==> src/rtl/ifu_pkg.sv <==
// Shared types and constants for the LEGv8 instruction fetch unit.
package ifu_pkg;

  localparam int unsigned ADDR_W_DEF  = 64;
  localparam int unsigned INSTR_W_DEF = 32;
  localparam int unsigned XLEN        = 64;

  localparam logic [31:0] HALT_WORD_DEF = 32'hD440_0000;

  // Instruction field bit positions
  localparam int unsigned OPC_HI = 31;
  localparam int unsigned OPC_LO = 21;
  localparam int unsigned RM_HI  = 20;
  localparam int unsigned RM_LO  = 16;
  localparam int unsigned RN_HI  = 9;
  localparam int unsigned RN_LO  = 5;
  localparam int unsigned RD_HI  = 4;
  localparam int unsigned RD_LO  = 0;

  typedef enum logic [2:0] {
    S_IDLE,
    S_FETCH,
    S_EXEC,
    S_HALT,
    S_FAULT
  } ifu_state_e;

endpackage

==> src/rtl/instr_fetch_unit_if.sv <==
// Instruction memory req/ack handshake bundle.
interface instr_fetch_unit_if
  import ifu_pkg::*;
#(
  parameter int unsigned ADDR_W  = ADDR_W_DEF,
  parameter int unsigned INSTR_W = INSTR_W_DEF
);
  logic               req;
  logic [ADDR_W-1:0]  addr;
  logic               ack;
  logic [INSTR_W-1:0] rdata;

  modport master (output req, output addr, input ack, input rdata);
  modport slave  (input req, input addr, output ack, output rdata);
endinterface

==> src/rtl/instr_field_split.sv <==
// Splits the latched instruction into its LEGv8 fields and zero-extends it.
module instr_field_split
  import ifu_pkg::*;
(
  input  logic [INSTR_W_DEF-1:0] instr_i,
  output logic [XLEN-1:0]        instruction,
  output logic [10:0]            instr_31_21,
  output logic [4:0]             instr_20_16,
  output logic [4:0]             instr_9_5,
  output logic [4:0]             instr_4_0
);

  // Pure field extraction from the registered instruction word
  always_comb begin
    instruction = XLEN'(instr_i);
    instr_31_21 = instr_i[OPC_HI:OPC_LO];
    instr_20_16 = instr_i[RM_HI:RM_LO];
    instr_9_5   = instr_i[RN_HI:RN_LO];
    instr_4_0   = instr_i[RD_HI:RD_LO];
  end

endmodule

==> src/rtl/instr_fetch_unit.sv <==
// LEGv8 fetch front end: owns the PC, fetches over req/ack, commits nextpc.
// Optional build macro IFU_RETIRE_COUNT_EN adds a 32-bit retire_count output.
module instr_fetch_unit
  import ifu_pkg::*;
#(
  parameter int unsigned          ADDR_W    = ADDR_W_DEF,
  parameter int unsigned          INSTR_W   = INSTR_W_DEF,
  parameter logic [ADDR_W-1:0]    RESET_PC  = '0,
  parameter logic [INSTR_W-1:0]   HALT_WORD = HALT_WORD_DEF
) (
  input  logic                    clock,
  input  logic                    reset,
  input  logic                    enable,
  instr_fetch_unit_if.master      imem,
  input  logic [ADDR_W-1:0]       nextpc,
  output logic [ADDR_W-1:0]       programcounter,
  output logic [XLEN-1:0]         instruction,
  output logic [10:0]             instr_31_21,
  output logic [4:0]              instr_20_16,
  output logic [4:0]              instr_9_5,
  output logic [4:0]              instr_4_0,
  output logic                    instr_valid,
`ifdef IFU_RETIRE_COUNT_EN
  output logic [31:0]             retire_count,
`endif
  output logic                    halted,
  output logic                    fault
);

  ifu_state_e         state_q, state_d;
  logic [ADDR_W-1:0]  pc_q, pc_d;
  logic [INSTR_W-1:0] instr_q, instr_d;
  logic               req_q, req_d;
  logic               valid_q, valid_d;
  logic               halted_q, halted_d;
  logic               fault_q, fault_d;

  // Next-state, PC commit and instruction capture
  always_comb begin
    state_d = state_q;
    pc_d    = pc_q;
    instr_d = instr_q;
    case (state_q)
      S_IDLE: begin
        if (enable) state_d = S_FETCH;
      end
      S_FETCH: begin
        if (imem.ack) begin
          instr_d = imem.rdata;
          state_d = S_EXEC;
        end
      end
      S_EXEC: begin
        if (instr_q == HALT_WORD) begin
          state_d = S_HALT;
        end else if (nextpc[1:0] != 2'b00) begin
          state_d = S_FAULT;
        end else begin
          pc_d    = nextpc;
          state_d = enable ? S_FETCH : S_IDLE;
        end
      end
      S_HALT, S_FAULT: state_d = state_q;
      default:         state_d = S_IDLE;
    endcase
    // Outputs are registered decodes of the state being entered
    req_d    = (state_d == S_FETCH);
    valid_d  = (state_d == S_EXEC);
    halted_d = (state_d == S_HALT);
    fault_d  = (state_d == S_FAULT);
  end

  // State, PC and output registers with synchronous reset
  always_ff @(posedge clock) begin
    if (reset) begin
      state_q  <= S_IDLE;
      pc_q     <= RESET_PC;
      instr_q  <= '0;
      req_q    <= 1'b0;
      valid_q  <= 1'b0;
      halted_q <= 1'b0;
      fault_q  <= 1'b0;
    end else begin
      state_q  <= state_d;
      pc_q     <= pc_d;
      instr_q  <= instr_d;
      req_q    <= req_d;
      valid_q  <= valid_d;
      halted_q <= halted_d;
      fault_q  <= fault_d;
    end
  end

`ifdef IFU_RETIRE_COUNT_EN
  logic [31:0] retire_q, retire_d;

  // Counts committed instructions, HLT included, wrapping at 2^32
  always_comb begin
    retire_d = retire_q + 32'(valid_q);
  end

  // Retire counter register
  always_ff @(posedge clock) begin
    if (reset) retire_q <= '0;
    else       retire_q <= retire_d;
  end

  assign retire_count = retire_q;
`endif

  assign imem.req       = req_q;
  assign imem.addr      = pc_q;
  assign programcounter = pc_q;
  assign instr_valid    = valid_q;
  assign halted         = halted_q;
  assign fault          = fault_q;

  instr_field_split u_split (
    .instr_i     (instr_q),
    .instruction (instruction),
    .instr_31_21 (instr_31_21),
    .instr_20_16 (instr_20_16),
    .instr_9_5   (instr_9_5),
    .instr_4_0   (instr_4_0)
  );

endmodule

==> src/flat_wrapper.sv <==
// flat-port wrapper written by rule: the top's interface ports become plain ports
module instr_fetch_unit_flat import ifu_pkg::*;
#(
  parameter int unsigned          ADDR_W    = ADDR_W_DEF,
  parameter int unsigned          INSTR_W   = INSTR_W_DEF,
  parameter logic [ADDR_W-1:0]    RESET_PC  = '0,
  parameter logic [INSTR_W-1:0]   HALT_WORD = HALT_WORD_DEF
)
  (clock, reset, enable, nextpc, programcounter, instruction, instr_31_21, instr_20_16, instr_9_5, instr_4_0, instr_valid, halted, fault, imem_req, imem_addr, imem_ack, imem_rdata);
  instr_fetch_unit_if #(.ADDR_W(ADDR_W), .INSTR_W(INSTR_W)) imem_i ();
  input  logic clock;
  input  logic reset;
  input  logic enable;
  input  logic [ADDR_W-1:0] nextpc;
  output logic [ADDR_W-1:0] programcounter;
  output logic [XLEN-1:0] instruction;
  output logic [10:0] instr_31_21;
  output logic [4:0] instr_20_16;
  output logic [4:0] instr_9_5;
  output logic [4:0] instr_4_0;
  output logic instr_valid;
  output logic halted;
  output logic fault;
  output wire logic [$bits(imem_i.req)-1:0] imem_req;
  output wire logic [$bits(imem_i.addr)-1:0] imem_addr;
  input wire logic [$bits(imem_i.ack)-1:0] imem_ack;
  input wire logic [$bits(imem_i.rdata)-1:0] imem_rdata;
  assign imem_req = imem_i.req;
  assign imem_addr = imem_i.addr;
  assign imem_i.ack = imem_ack;
  assign imem_i.rdata = imem_rdata;
  instr_fetch_unit #(.ADDR_W(ADDR_W), .INSTR_W(INSTR_W), .RESET_PC(RESET_PC), .HALT_WORD(HALT_WORD)) u_core (.clock(clock), .reset(reset), .enable(enable), .imem(imem_i), .nextpc(nextpc), .programcounter(programcounter), .instruction(instruction), .instr_31_21(instr_31_21), .instr_20_16(instr_20_16), .instr_9_5(instr_9_5), .instr_4_0(instr_4_0), .instr_valid(instr_valid), .halted(halted), .fault(fault));
endmodule
==> config.mk <==
export PLATFORM = sky130hd
export DESIGN_NAME = instr_fetch_unit_flat
export DESIGN_NICKNAME = d
export VERILOG_FILES = /design/src/rtl/ifu_pkg.sv /design/src/rtl/instr_fetch_unit_if.sv /design/src/rtl/instr_field_split.sv /design/src/rtl/instr_fetch_unit.sv /design/src/flat_wrapper.sv
export SDC_FILE = /design/constraint.sdc
export NUM_CORES = 1
export LEC_CHECK = 0
export ABC_AREA = 1
export CORE_ASPECT_RATIO = 0.9
export CORE_MARGIN = 2
export CORE_UTILIZATION = 23
export DETAILED_ROUTE_END_ITERATION = 12
export GPL_ROUTABILITY_DRIVEN = 1
export GPL_TIMING_DRIVEN = 0
export PLACE_DENSITY = 0.59
export RECOVER_POWER = 50
export SLEW_MARGIN = 20
export SYNTH_ARGS = -nofsm -noshare
export SYNTH_HDL_FRONTEND = slang
export SYNTH_SLANG_ARGS = --single-unit
==> constraint.sdc <==
create_clock -name clock -period 3.6 [get_ports clock]
set_clock_uncertainty 0.1 [all_clocks]
set_input_delay 0.72 -clock clock [delete_from_list [all_inputs] [get_ports clock]]
set_output_delay 0.72 -clock clock [all_outputs]
set_load 0.05 [all_outputs]
==> run_1/registers.png <==
(1.5 px per um) Other sequential cells in the stronger grey, the rest of the logic in the fainter grey.
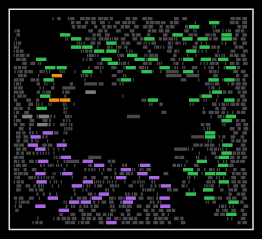
- orange: u_core.state_q (flops 3)
- green: u_core.imem.addr (flops 64; where spread over the die)
- purple: u_core.instr_q (flops 32)
- not coloured: 4
Seq. pwr: 1.22 mW
final core occ: 40.4%
register area: 0.00206 mm2
Seq/total area: 23.4%

==> run_1/port_nets.png <==
(3 px per um)
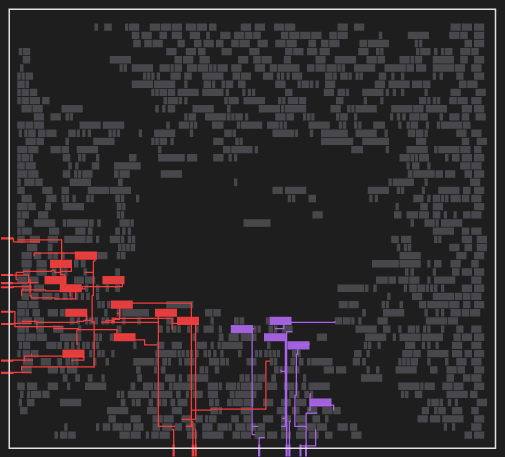
- red: instr_31_21 (bits 11; direction output; end cells 11; buffers 11; wire 671 um)
- purple: instr_4_0 (bits 5; direction output; end cells 5; buffers 5; wire 225 um)

==> results.cfg, run 1 <==
; implementation run metrics
[min_path]
min_to = u_core.imem.addr[1]
hold_depth = 2
min_path_type = reg -> reg

[layout]
nFillCells = 2275
largest_class = non-clock buffers
area_growth_pct = 71.1
clock_area_share_pct = 3.31
comb_share_pct = 22.3
buffers = 446
nets = 1127
largest_reg_flops = 64
inv_count = 34
comb_area_mm2 = 0.00196
layout.nonclk_buf_share_pct = 45.4
instances_no_fill = 1323
nMultiInputCombCells = 433
antenna_cells = 0

[final_timing]
rsz0062_at_grt = false
fmax_ghz = 0.349
setup_viol = 0
setup_slack_ns = 0.733
period_used_pct = 79.6
hold_ws_ns = 0.362
slew_headroom_pct = 28.6
drv_slew = 0
worst_slew_pin_slew_ns = 1.07

[synth]
ff_type = dfxtp_1
synthArstFlopShare_pct = 0
synth_top_area_share_pct = 40.1
ys_warn_count = 0
adder_share_pct = 0
synth-edff-count = 0
yosys_area_mm2 = 0.00514
synth_flop_count = 103
ys_cells = 696
yosys.area_share.simple_pct = 29.7
common_cells = nor2_1, buf_4, dfxtp_1
ys_sh_aoi_pct = 6.28
synth_seq_share_pct = 40.1
synthTopCellsByArea = dfxtp_1, buf_4, nor2_1
synthMuxAreaShare_pct = 0
syn_area_mm2 = 0.00514
synth.most_common_cell = nor2_1
syn_inst = 696

[worst_setup_path]
cp-start-kind = input pin
worstReg2RegStart = u_core.state_q[1]
path_cells = clkdlybuf4s50_1 -> or2_0 -> nor2_1 -> a21boi_0 -> buf_4 -> buf_6 -> nor2_1 -> nor2_1
slowest_stage = nor2_1
criticalPathCategory = in -> reg
r2r_cells = 7
rrSetupSlack_ns = 1.28
cp_top_family = simple AND/OR/NAND/NOR gates
worst-path-buf-inv = 3
crit_fanout = 10
critPathMostFrequentCell = nor2_1

[routing]
dr_total_vias = 5246
final_antenna_net_count = 0
drcViolationCount = 0
vias_per_cell = 3.97
drt-initial-drc-count = 180

[global_routing]
overflow = 0
grt_pass1_wl_mm = 26.8
grt_start_max_net_pins = 17
antenna_found_initial = 0

[power_and_ir_drop]
p_total_mw = 3.02
power_combinational_mw = 0.816
p_clk_share_pct = 32.7
power_leader = sequential cells
p_clk_mw = 0.989
combPwrFrac_pct = 27.0
p_leak_nw = 3.95
switching_power_mw = 0.979
p_int_mw = 2.04

[floorplanning]
chipHeight_um = 146
design.core.area_mm2 = 0.0218
rows = 51
die_w_um = 162
tap_cells = 291
fp-utilization_pct = 23.6

[clock_network]
post-cts-setup-buffer-count = 0
h-tree-depth = 3
cts_resized = 0

[placement]
hpwlAfterDp_mm = 14.0
dpl_worst_slack_ns = 0.661
place_area_mm2 = 0.00851
portBuffers = 289

[status]
status = complete, no violations
==> run_1/final_clocks.png <==
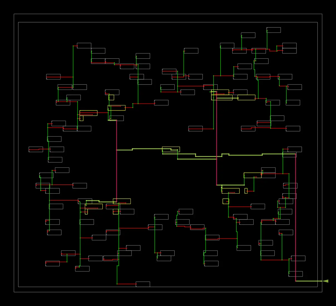
total CTS buffers: 9
sinks on the clock net: 103
clk_buf instances: 11

run 1: per-layer routing:
metal,global-route usage [%],part of all wire [%]
met5,0,0
met4,4.46,1.8
met3,4.13,8.0
met2,24.8,48
met1,17.6,43
run 1: how the worst max path moves through the flow:
| stage | slack [ns] | end | from | depth (start not counted) |
|---|---|---|---|---|
| 2_1_floorplan | 1.65 | u_core.imem.addr[10] | nextpc[0] | 7 |
| 3_3_place_gp | 0.66 | u_core.imem.addr[33] | reset | 6 |
| 3_5_place_dp | 0.66 | u_core.imem.addr[32] | reset | 6 |
| 4_1_cts | 0.97 | instruction[31] | u_core.instr_q[31] | 2 |
| 5_1_grt | 0.55 | u_core.imem.addr[38] | nextpc[1] | 8 |
| 6_report | 0.73 | u_core.imem.addr[35] | nextpc[1] | 8 |
==> run_1/metal_stack.png <==
(2 px per um)
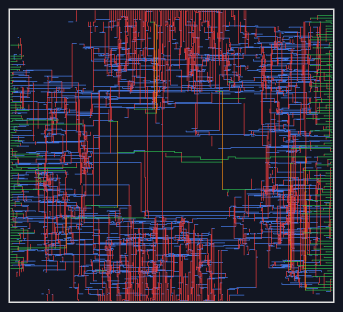

--- run 2 (diff from run 1) ---
Settings changed: PLACE_DENSITY 0.59 to 0.61.
Clock period 3.6 ns to 2.3 ns, I/O delays scaled along.
==> run_2/metal_stack.png <==
(2 px per um)
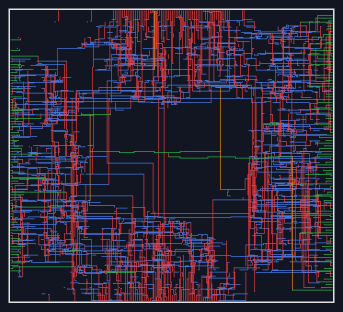
- green: met3 (wire length 1,270 um)
- red: met2 (wire length 8,380 um)
- orange: met4 (wire length 190 um)
- blue: met1 (wire length 7,690 um)
wire length per cell: 13.3 um
Total GRT Usage: 14.6%

==> results.cfg, run 2 <==
; implementation run metrics
[placement]
dpl_worst_slack_ns = -0.388
place.gp.congestion = 0.782
hpwlAfterDp_mm = 13.8
portBuffers = 289
place_area_mm2 = 0.00851
dp_cells = 1307

[synth]
syn_inst = 696
synth_flop_count = 103
common_cells = nor2_1, buf_4, dfxtp_1
syn_avg_cell_area_um2 = 7.38
adder_share_pct = 0
ys_sh_aoi_pct = 6.28
ys_cells = 696
xor_area_share_pct = 0
synthMuxAreaShare_pct = 0
syn_area_mm2 = 0.00514
synth.most_common_cell = nor2_1
synthArstFlopShare_pct = 0
logic_family = simple AND/OR/NAND/NOR gates
yosys_area_mm2 = 0.00514
top_area_cell = dfxtp_1
ys_warn_count = 0
synthTopCellsByArea = dfxtp_1, buf_4, nor2_1
yosys.area_share.simple_pct = 29.7
synth_seq_share_pct = 40.1
synth_top_area_share_pct = 40.1
synth-edff-count = 0
yosysUniqueCellTypes = 22
ff_type = dfxtp_1

[final_timing]
worst_slew_pin_slew_ns = 0.643
fin_crit_ns = 2.24
fmax_ghz = 0.446
final-hold-violation-count = 0
period_used_pct = 97.5
setup_slack_ns = 0.0586
tns_ns = 0
hold_ws_ns = 0.366
slew_headroom_pct = 57.1
rsz0062_at_grt = false
drv_slew = 0
setup_viol = 0

[worst_setup_path]
cp.arrival_ns = 1.68
crit_fanout = 5
startpoint = u_core.instr_q[31]
cp-endpoint = instr_31_21[10]
cp_top_family = buffers and inverters
slowest_stage = clkdlybuf4s50_1
critPathCaptureType = output pin
criticalPathCategory = reg -> out
cp.depth = 1
cp.required_ns = 1.74
path_cells = clkdlybuf4s50_1
critPathMaxStageDelay_ns = 0.86
r2r_end = u_core.imem.addr[44]
cp-start-kind = flip-flop
worstReg2RegStart = u_core.instr_q[28]
worst-path-buf-inv = 1
rrSetupSlack_ns = 0.29
r2r_cells = 9

[floorplanning]
boundaryPins = 322
chipArea_mm2 = 0.0236
fp-utilization_pct = 23.6
design.core.area_mm2 = 0.0218
rows = 51
die_w_um = 162
chipHeight_um = 146

[clock_network]
cts_buffers = 9
clock_sinks = 103
cts_resized = 3
holdBufCountCts = 0
h-tree-depth = 3
cts_root_buf = clkbuf_16
clk_pin_slew_ns = 0.07
cts_tree = yes
cts.path.max_buffers = 2
insertion_delay_ns = 0.35
post-cts-setup-buffer-count = 0

[power_and_ir_drop]
ir_worst_vdd_mv = 0.365
switching_power_mw = 1.52
p_sw_share_pct = 32.9
p_clk_mw = 1.46
power_density_mw_per_mm2 = 529
power_combinational_mw = 1.26
p_clk_share_pct = 31.5
p_int_mw = 3.10
power.share.sequential_pct = 41.2
p_leak_nw = 3.97
power_leader = sequential cells
p_total_mw = 4.63
combPwrFrac_pct = 27.3

[layout]
antenna_cells = 0
nets = 1127
fin_area_mm2 = 0.00875
largest_reg_flops = 64
area_growth_pct = 70.3
final_layout_top_logic_cells = clkdlybuf4s50_1, nor2_1, buf_4, dfxtp_1, nand2_1
instances_no_fill = 1322
lay_top_count = clkdlybuf4s50_1
drive_above_1_share_pct = 14.6

[global_routing]
overflow = 0
grt_pass1_wl_mm = 26.8
grt_start_max_net_pins = 17
antenna_found_initial = 0
first_global_vias = 4813

[routing]
vias_per_cell = 3.93
drt-initial-drc-count = 184
finalWirelength_mm = 17.5
final_antenna_net_count = 0
dr_total_vias = 5201
firstDrtPassIters = 4
drcViolationCount = 0

[min_path]
min_to = u_core.instr_q[12]
min_path_type = reg -> reg
hold_depth = 2
hp-start = u_core.instr_q[12]

[flow_run]
cap_violations = 0
warnings = 26

[status]
status = complete, no violations
==> run_2/registers.png <==
(1.5 px per um) Other sequential cells in the stronger grey, the rest of the logic in the fainter grey.
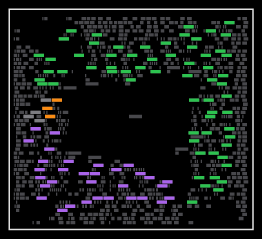
- orange: u_core.state_q (flops 3)
- green: u_core.imem.addr (flops 64)
- purple: u_core.instr_q (flops 32)
- not coloured: 4
Seq. pwr: 1.91 mW
Seq/total area: 23.6%
final core occ: 40.2%

[run 2: per-layer routing]
| metal | global-route usage [%] | wire [um] | vias up |
|---|---|---|---|
| met5 | 0 | 0 | - |
| li1 | - | - | 2678 |
| met3 | 3.85 | 1270 | 10 |
| met4 | 3.53 | 189 | 0 |
| met2 | 24.9 | 8380 | 210 |
| met1 | 18.2 | 7690 | 2303 |
[run 2: area by class of cell]
| type | instances | area [um2] |
|---|---|---|
| fillers | 2249 | 13000 |
| repair buffers | 289 | 2850 |
| flip-flops and latches | 103 | 2060 |
| multi-input cells | 433 | 1970 |
| plain buffers | 157 | 1100 |
| well taps | 291 | 364 |
| clock buffers | 11 | 243 |
| inverters | 34 | 129 |
| clock inverters | 4 | 31.3 |
Power and IR drop assume default switching activity.
